==> src/rtl/apb_master_arbiter.sv <==
// Round-robin APB master arbiter: NUM_REQ requesters share one APB bus through IDLE/SETUP/ACCESS.
// Define APB_TIMEOUT_EN to abort ACCESS after TIMEOUT_CYC cycles without pready (rsp_err=1).
module apb_master_arbiter #(
   parameter int unsigned NUM_REQ     = 4,
   parameter int unsigned ADDR_W      = 32,
   parameter int unsigned DATA_W      = 32,
   parameter int unsigned TIMEOUT_CYC = 16
) (
   input  logic                      clk,
   input  logic                      rst_n,
   input  logic [NUM_REQ-1:0]        req_valid,
   output logic [NUM_REQ-1:0]        req_ready,
   input  logic [NUM_REQ-1:0]        req_write,
   input  logic [NUM_REQ*ADDR_W-1:0] req_addr,
   input  logic [NUM_REQ*DATA_W-1:0] req_wdata,
   output logic [NUM_REQ-1:0]        rsp_valid,
   output logic [DATA_W-1:0]         rsp_rdata,
   output logic                      rsp_err,
   output logic                      psel,
   output logic                      penable,
   output logic                      pwrite,
   output logic [ADDR_W-1:0]         paddr,
   output logic [DATA_W-1:0]         pwdata,
   input  logic [DATA_W-1:0]         prdata,
   input  logic                      pready
);

   localparam int unsigned GW = (NUM_REQ > 1) ? $clog2(NUM_REQ) : 1;

   localparam logic [1:0] IDLE   = 2'd0;
   localparam logic [1:0] SETUP  = 2'd1;
   localparam logic [1:0] ACCESS = 2'd2;

   logic [1:0]         state;
   logic [GW-1:0]      last_grant;
   logic [GW-1:0]      grant;
   logic               grant_found;
   int unsigned        idx;
   logic [NUM_REQ-1:0] grant_oh;
   logic [NUM_REQ-1:0] owner_oh;
   logic               sel_write;
   logic [ADDR_W-1:0]  sel_addr;
   logic [DATA_W-1:0]  sel_wdata;
   logic               timed_out;

   // Search starts one past the last grant so every requester gets a turn.
   always_comb begin
      grant       = last_grant;
      grant_found = 1'b0;
      idx         = 0;
      for (int unsigned k = 1; k <= NUM_REQ; k++) begin
         idx = (32'(last_grant) + k) % NUM_REQ;
         if (!grant_found && req_valid[GW'(idx)]) begin
            grant       = GW'(idx);
            grant_found = 1'b1;
         end
      end
   end

   always_comb begin
      grant_oh  = '0;
      owner_oh  = '0;
      sel_write = 1'b0;
      sel_addr  = '0;
      sel_wdata = '0;
      for (int unsigned i = 0; i < NUM_REQ; i++) begin
         if (grant == GW'(i)) begin
            grant_oh[i] = 1'b1;
            sel_write   = req_write[i];
            sel_addr    = req_addr[i*ADDR_W +: ADDR_W];
            sel_wdata   = req_wdata[i*DATA_W +: DATA_W];
         end
         if (last_grant == GW'(i)) begin
            owner_oh[i] = 1'b1;
         end
      end
   end

   assign req_ready = (state == IDLE && grant_found) ? grant_oh : '0;

`ifdef APB_TIMEOUT_EN
   localparam int unsigned TW = $clog2(TIMEOUT_CYC) + 1;
   logic [TW-1:0] acc_cnt;
   assign timed_out = (acc_cnt == TW'(TIMEOUT_CYC - 1));
`else
   assign timed_out = 1'b0;
   assign rsp_err   = 1'b0;
`endif

   // last_grant doubles as the owner of the in-flight transfer.
   always_ff @(posedge clk or negedge rst_n) begin
      if (!rst_n) begin
         state      <= IDLE;
         last_grant <= GW'(NUM_REQ - 1);
         psel       <= 1'b0;
         penable    <= 1'b0;
         pwrite     <= 1'b0;
         paddr      <= '0;
         pwdata     <= '0;
         rsp_valid  <= '0;
         rsp_rdata  <= '0;
`ifdef APB_TIMEOUT_EN
         rsp_err    <= 1'b0;
         acc_cnt    <= '0;
`endif
      end else begin
         rsp_valid <= '0;
         case (state)
            IDLE: begin
               if (grant_found) begin
                  pwrite     <= sel_write;
                  paddr      <= sel_addr;
                  pwdata     <= sel_wdata;
                  psel       <= 1'b1;
                  last_grant <= grant;
                  state      <= SETUP;
               end
            end
            SETUP: begin
               penable <= 1'b1;
               state   <= ACCESS;
`ifdef APB_TIMEOUT_EN
               acc_cnt <= '0;
`endif
            end
            ACCESS: begin
               if (pready || timed_out) begin
                  psel      <= 1'b0;
                  penable   <= 1'b0;
                  rsp_valid <= owner_oh;
                  rsp_rdata <= (pready && !pwrite) ? prdata : '0;
                  state     <= IDLE;
`ifdef APB_TIMEOUT_EN
                  rsp_err   <= !pready;
`endif
               end
`ifdef APB_TIMEOUT_EN
               else begin
                  acc_cnt <= acc_cnt + TW'(1);
               end
`endif
            end
            default: state <= IDLE;
         endcase
      end
   end

endmodule

==> config.mk <==
export PLATFORM = sky130hd
export DESIGN_NAME = apb_master_arbiter
export DESIGN_NICKNAME = d
export VERILOG_FILES = /design/src/rtl/apb_master_arbiter.sv
export SDC_FILE = /design/constraint.sdc
export NUM_CORES = 1
export LEC_CHECK = 0
export CAP_MARGIN = 20
export CORE_AREA = 2 2 158 160
export CTS_CLUSTER_DIAMETER = 60
export DETAILED_ROUTE_END_ITERATION = 16
export DIE_AREA = 0 0 160 162
export REMOVE_ABC_BUFFERS = 1
export SLEW_MARGIN = 15
export SYNTH_ARGS = -nofsm -noshare
export SYNTH_HDL_FRONTEND = slang
export SYNTH_SLANG_ARGS = --single-unit
export TNS_END_PERCENT = 5
==> constraint.sdc <==
create_clock -name clk -period 7.7 [get_ports clk]
set_input_delay 1.54 -clock clk [delete_from_list [all_inputs] [get_ports clk]]
set_output_delay 1.54 -clock clk [all_outputs]
set_load 0.01 [all_outputs]
### Congestion heat map

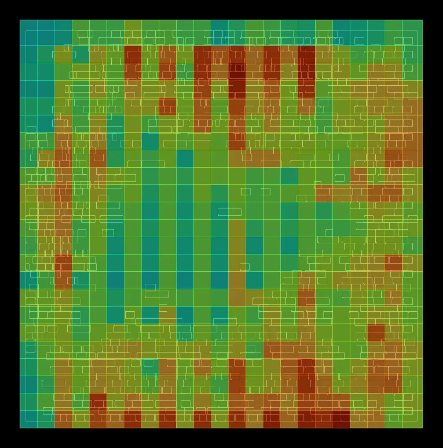
layer with the highest usage: met2
gr usage total: 18.0%
fin util: 44.4%
met3 Resource Use GR: 4.70%
average wire per standard cell: 20.0 um

### Metal layers overlaid

(2 px per um) Only two layers are drawn.
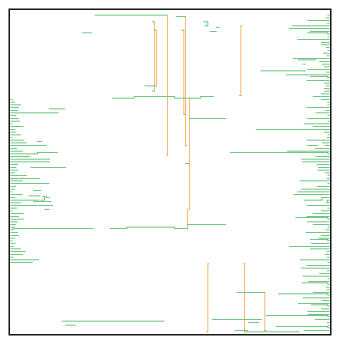
| colour | layer | wire length |
|---|---|---|
| green | metal 3 | 1810 um |
| orange | metal 4 | 427 um |

==> Slide: Implementation Results <==
Implementation Results

Final timing
  • RSZ-0062 raised after global routing: no
  • Slew headroom: 28.5%
  • Clock Skew: 15.3 ps
  • Final Max Tran Viols: 0
  • Final hold violation count: 0
  • Worst-margin pin slew: 1070 ps
  • Crit path time final: 5770 ps
  • Final setup violation count: 0
  • Post-layout period usage: 74.9%
  • Setup Total Neg Slack: 0 ps

Place
  • # port buffers: 405
  • Placer Congestion: 0.868
  • HPWL Detailed: 18.2 mm

Pwr
  • Logic pwr share: 64.9%
  • Clock Power Share: 10.8%
  • Internal power: 0.00273 W
  • Clk pwr: 0.000462 W
  • Sw Share: 36.1%
  • Switching pwr: 0.00154 W
  • P_comb: 0.00277 W
  • Largest Pwr Group: combinational logic
  • Power per standard cell area: 398 nW/um^2
  • Sequential group share of total power: 24.3%
  • Pwr Total: 0.00427 W
  • Worst IR Drop VDD: 0.000384 V
  • Power Sequential: 0.00104 W

Final layout
  • Register area: 2680 um^2
  • Logic share of the area: 29.9%
  • Clk tree area frac: 2.65%
  • Layout inverter count without the clock tree: 9
  • Flop count: 107
  • Mi-comb count: 302
  • Sequential cell area share: 25.0%
  • Layout cells sized above 1: 18.1%
  • Layout Nets: 1143
  • Top Layout Cells: 404 x clkdlybuf4s50_1, 105 x dfrtp_1, 60 x mux4_2, 44 x nand2_1, 35 x o21ai_0
  • NonClk Buf Share: 38.2%
  • Logic area: 3200 um^2
  • Most frequent logic cell in the layout: clkdlybuf4s50_1
  • Area delta synth->final: 74.7%
  • Fill count: 2292

Die
  • Die span in y: 162 um
  • # rows: 57
  • Die Width: 160 um
  • Tap Count: 324
  • Core ar.: 24100 um^2
  • Starting Density: 25.4%
  • I/O pin count: 407

Setup path
  • Crit end category: output port
  • Worst path arrival time: 4230 ps
  • CP Capture Point: req_ready[0]
  • Reg2Reg Setup Slack: 3860 ps
  • Critical Path Start Type: input port
  • Crit Reg-Reg Startpoint: last_grant[0]$_DFFE_PN1N_
  • CP Max Fanout: 33
  • Crit path DRT: 6160 ps
  • Register-to-Register Path Depth: 8
  • Crit. Startpoint: req_valid[3]
  • Setup CP Type: input port to output port

Job
  • OpenROAD warning count: 28
  • Max-Cap Viols: 0

Logic synthesis
  • Synth cell types: 40
  • Ys flops: 107
  • Seq share, synth: 43.7%
  • Synthesis warning total: 0
  • Chip area in the Yosys report: 6130 um^2
  • Synthesized area per cell: 13.4 um^2
  • Synth Cell Area: 6130 um^2
  • Syn Inst Count: 457

Clocking
  • # resized after CTS: 0
  • Postcts setup bufs: 0
  • Clk root buf: clkbuf_16
  • Clock Tree Buf Depth: 2
  • H-tree Lvls: 3
  • Clock Sinks: 107
  • Clock transition at the registers of the reported paths: 70 ps
  • # hold bufs at CTS: 0
  • CTS buffer count: 9

Routing
  • # DRC: 0
  • Final wirelength: 23.4 mm
  • Total number of vias: 5444
  • Vias per inst: 4.65

Worst hold path
  • Hold WC Path Type: flip-flop to flip-flop
  • WHS Path Cells: 2

GRT
  • Vias in the first global route: 5717
  • Initial antenna violation count: 3
  • First-pass GRT wire length: 35.7 mm
  • Met1 Usage GRT: 21.6%

Outcome
  • Status: completed
### Close-up of the layout

Window x 65 to 95, y 98 to 128 um. Cells in grey, sequential cells in the stronger grey; small squares are vias.
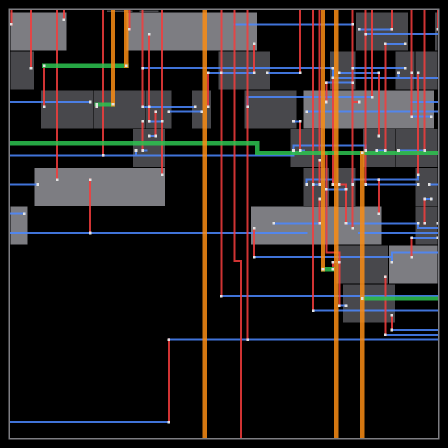
| colour | layer |
|---|---|
| red | metal 2 |
| orange | metal 4 |
| green | metal 3 |
| blue | metal 1 |
cells with their middle in the window: 23
netlist names of flops here include: rsp_rdata (4)
most frequent: clkdlybuf4s50_1 (8)
sequential cells in the window: 4

### The metal 1 layer

(2 px per um) Supply wires on this layer in grey.
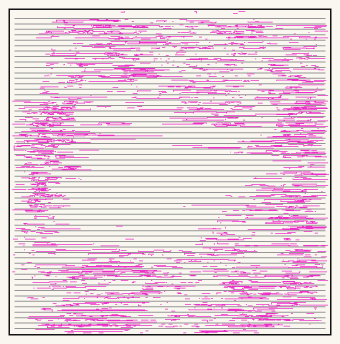
share of all routed wire: 39%
main direction: horizontal
longest straight run: 57.0 um
nets with wire on the layer: 1015
wire length on this layer: 9130 um

==> flip-flops by register name (all words and copies together) (netlist names) <==
name        flops
psel            1
paddr          32
rsp_valid       4
state           2
rsp_rdata      32
pwdata         32
last_grant      2
pwrite          1
penable         1
==> logic make-up (layout without fill, tap and decap cells) <==
group | count (synthesis) | count (layout) | share of synthesized area, %
adders and majority gates | 4 | 4 | 0.816
xor gates and xnor gates | 1 | 1 | 0.143
AOI/OAI and AO/OA | 65 | 65 | 6.79
other | 1 | 4 | 0.0611
and+or+nand+nor | 108 | 108 | 8.91
muxes | 123 | 123 | 35.4
DFF | 107 | 107 | 43.7
buffers and inverters | 48 | 436 | 4.16
==> worst min-delay path by stage <==
stage | start | slack [ps] | end
2_1_floorplan | state[1]$_DFFE_PN0P_ | 470 | penable$_DFFE_PN0P_
3_3_place_gp | rsp_rdata[22]$_DFFE_PN0P_ | 460 | rsp_rdata[22]$_DFFE_PN0P_
3_5_place_dp | rsp_rdata[18]$_DFFE_PN0P_ | 470 | rsp_rdata[18]$_DFFE_PN0P_
4_1_cts | pwdata[31]$_DFFE_PN0N_ | 490 | pwdata[31]$_DFFE_PN0N_
5_1_grt | rsp_rdata[12]$_DFFE_PN0P_ | 520 | rsp_rdata[12]$_DFFE_PN0P_
6_report | pwdata[31]$_DFFE_PN0N_ | 480 | pwdata[31]$_DFFE_PN0N_
==> synthesized netlist by cell type, drive strengths merged <==
cell type / number / area, um^2
mux2: 62 / 811
and3: 13 / 81.3
a211oi: 1 / 7.51
dfrtp: 105 / 2630
o31ai: 7 / 52.6
nor3: 5 / 25.0
o21bai: 1 / 7.51
buf: 9 / 109
dfstp: 2 / 52.6
ha: 4 / 50.1
a21oi: 2 / 10.0
or4b: 1 / 10.0
nand2: 44 / 165
a221oi: 12 / 105
nand2b: 32 / 200
nand3: 1 / 5.00
o211a: 1 / 10.0
a31oi: 2 / 12.5
nor2: 8 / 30.0
conb: 1 / 3.75
mux4: 60 / 1350
clkbuf: 30 / 113
nor4bb: 1 / 10.0
inv: 8 / 30.0
a211o: 1 / 8.76
o21ai: 36 / 180
mux2i: 1 / 10.0
clkinv: 1 / 3.75
xnor2: 1 / 8.76
o21a: 1 / 15.0
or3: 1 / 6.26
a21o: 1 / 7.51
nand3b: 1 / 7.51
or2: 1 / 6.26
==> critical path, cell delays in order <==
cell,delay [ps]
clkdlybuf4s50_1,630
mux2_2,230
a21o_1,390
and3_2,820
nor3_1,100
clkdlybuf4s50_1,520
==> per-layer routing <==
layer  vias up  part of all wire [%]
met4         0                   1.8
met2       249                    52
li1       2480                     -
met1      2692                    39
met5         -                     0
met3        23                   7.7
==> per-stage QoR <==
step | setup WS, ps | cells | instance area, um^2
floorplan | 1710 | 418 | 5910
CTS | 1920 | 1169 | 10700
global route | 1740 | 1172 | 10700
finish | 1930 | 1172 | 10700
detailed placement | 1930 | 1153 | 10400
global placement | 1960 | 1153 | 10400
Power figures rest on the tool's default switching activity, not on a simulated workload.
